===== src/rtl/pc_stall_unit.sv =====
// Fetch-stage program counter with N-source stall hold counter and buffered redirects.
// Optional macro PC_EXC_EN adds the exc_valid port, which forces pc to EXC_VEC.
module pc_stall_unit #(
  parameter int               WIDTH     = 32,
  parameter logic [WIDTH-1:0] RESET_VEC = '0,
  parameter int               STEP      = 4,
  parameter int               NUM_STALL = 2,
  parameter logic [WIDTH-1:0] EXC_VEC   = WIDTH'(32'h0000_0180)
) (
  input  logic                 clk,
  input  logic                 reset,
  input  logic [NUM_STALL-1:0] stall,
  input  logic                 redirect_valid,
  input  logic [WIDTH-1:0]     redirect_target,
`ifdef PC_EXC_EN
  input  logic                 exc_valid,
`endif
  output logic [WIDTH-1:0]     pc,
  output logic [WIDTH-1:0]     pc_seq,
  output logic                 held,
  output logic                 pc_upd
);

  localparam int               CNT_W      = $clog2(NUM_STALL + 1);
  localparam logic [WIDTH-1:0] STEP_W     = WIDTH'(STEP);
  localparam logic [WIDTH-1:0] ALIGN_MASK = ~(STEP_W - WIDTH'(1));
  localparam logic [CNT_W-1:0] CNT_ZERO   = '0;
  localparam logic [CNT_W-1:0] CNT_ONE    = CNT_W'(1);

  logic [WIDTH-1:0] r_pc;
  logic [CNT_W-1:0] r_cnt;
  logic             r_pend_v;
  logic [WIDTH-1:0] r_pend;
  logic             r_upd;

  logic [WIDTH-1:0] w_pc_next;
  logic [CNT_W-1:0] w_cnt_next;
  logic             w_pend_v_next;
  logic [WIDTH-1:0] w_pend_next;
  logic             w_load;
  logic [WIDTH-1:0] w_target;
  logic [WIDTH-1:0] w_next;
  logic [CNT_W-1:0] w_k;
  logic             w_exc;
  logic [CNT_W-1:0] w_psum [NUM_STALL+1];

  // Tied low without the feature so the exception branch folds away.
`ifdef PC_EXC_EN
  assign w_exc = exc_valid;
`else
  assign w_exc = 1'b0;
`endif

  assign w_psum[0] = CNT_ZERO;
  generate
    for (genvar gi = 0; gi < NUM_STALL; gi++) begin : g_popcount
      assign w_psum[gi+1] = w_psum[gi] + CNT_W'(stall[gi]);
    end
  endgenerate
  assign w_k = w_psum[NUM_STALL];

  assign pc_seq   = r_pc + STEP_W;
  assign w_target = redirect_target & ALIGN_MASK;
  assign w_next   = r_pend_v ? r_pend : pc_seq;

  always_comb begin
    w_pc_next     = r_pc;
    w_cnt_next    = r_cnt;
    w_pend_v_next = r_pend_v;
    w_pend_next   = r_pend;
    w_load        = 1'b0;
    if (w_exc) begin
      w_pc_next     = EXC_VEC;
      w_cnt_next    = CNT_ZERO;
      w_pend_v_next = 1'b0;
      w_pend_next   = '0;
      w_load        = 1'b1;
    end else if (r_cnt == CNT_ONE || (r_cnt == CNT_ZERO && w_k == CNT_ZERO)) begin
      // Release edge or free-running edge: a live redirect beats the pending one.
      w_pc_next     = redirect_valid ? w_target : w_next;
      w_cnt_next    = CNT_ZERO;
      w_pend_v_next = 1'b0;
      w_pend_next   = '0;
      w_load        = 1'b1;
    end else begin
      w_cnt_next = (r_cnt == CNT_ZERO) ? w_k : (r_cnt - CNT_ONE);
      if (redirect_valid) begin
        w_pend_v_next = 1'b1;
        w_pend_next   = w_target;
      end
    end
  end

  always_ff @(posedge clk or negedge reset) begin
    if (!reset) begin
      r_pc     <= RESET_VEC;
      r_cnt    <= CNT_ZERO;
      r_pend_v <= 1'b0;
      r_pend   <= '0;
      r_upd    <= 1'b0;
    end else begin
      r_pc     <= w_pc_next;
      r_cnt    <= w_cnt_next;
      r_pend_v <= w_pend_v_next;
      r_pend   <= w_pend_next;
      r_upd    <= w_load;
    end
  end

  assign pc     = r_pc;
  assign held   = (r_cnt != CNT_ZERO) || (|stall);
  assign pc_upd = r_upd;

endmodule

===== config.mk =====
export PLATFORM = sky130hd
export DESIGN_NAME = pc_stall_unit
export DESIGN_NICKNAME = d
export VERILOG_FILES = /design/src/rtl/pc_stall_unit.sv
export SDC_FILE = /design/constraint.sdc
export NUM_CORES = 1
export LEC_CHECK = 0
export ABC_AREA = 1
export ABC_CLOCK_PERIOD_IN_PS = 2040
export CORE_UTILIZATION = 50
export DETAILED_ROUTE_END_ITERATION = 6
export PLACE_DENSITY = 0.81
export SLEW_MARGIN = 40
export SYNTH_ARGS = -nofsm -noshare
export SYNTH_HDL_FRONTEND = slang
export SYNTH_SLANG_ARGS = --single-unit

===== constraint.sdc =====
create_clock -name clk -period 2.04 [get_ports clk]
set_input_delay 0.51 -clock clk [delete_from_list [all_inputs] [get_ports clk]]
set_output_delay 0.51 -clock clk [all_outputs]
set_load 0.01 [all_outputs]

==> impl_metrics.ini <==
; flow metrics
[run_status]
status = complete, but fails checks
violations = DRC, setup timing

[clocking]
root_buffer = clkbuf_8
cts_inserted_buffers = 9
post_cts_buffers = 22

[power]
total_power_mw = 10.6
top_power_group = combinational cells
clkPwrFrac_pct = 12.4
powerSeq_mw = 2.29
p_int_mw = 5.62

[final_timing]
holdWs_ns = 0.108
setup_violations = 27
period_needed_ns = 2.64
skew_ns = 0.0170
worst_slack_ns = -0.597

[final_layout]
seq_share_pct = 24.4
logic_area_um2 = 2360
sh_comb_area_pct = 35.9
syn_to_final_growth_pct = 58.7
final_core_utilization_pct = 83.3

[placed_design]
gp_congestion = 0.930
port_buffers = 96
placedCellCount = 856

[synthesis]
synth-edff-count = 0
xor_share_pct = 1.48
ys_async_sr_fraction_pct = 100
ys.flops = 64
synth_stat.cells = 615

[worst_setup_path]
worstReg2RegEnd = pc[22]$_DFFE_PN0P_
cp-start-kind = register

[die]
fp_util_pct = 52.5

[global_route]
antenna_found_initial = 0
grt_util_met1_pct = 42.8
grtUsageMet2_pct = 55.5

[drt]
drc = 57
dr.pass1.iters = 7
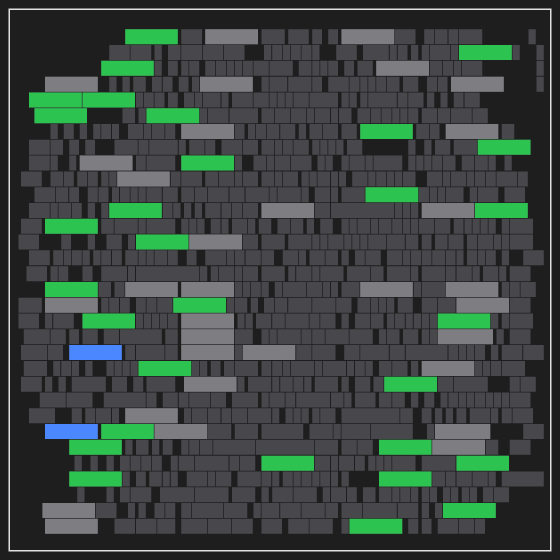
*Sequential cells coloured by netlist name*
Other sequential cells in the stronger grey, the rest of the logic in the fainter grey.
| colour | signal | sequential cells |
|---|---|---|
| blue | r_cnt | 2 |
| green | r_pend | 30 |
not coloured: 32

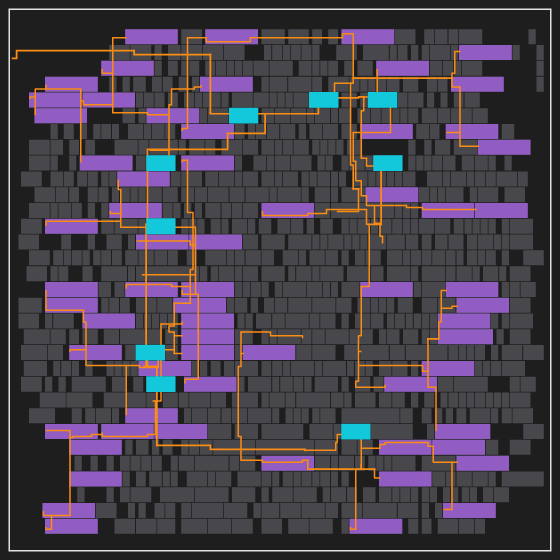
*Clock distribution*
[purple] flip-flops | count: 64
[cyan] clock-net drivers | count: 9
[orange] clock wires | length: 991 um
routed clock nets: 10
flops lie: widely spread

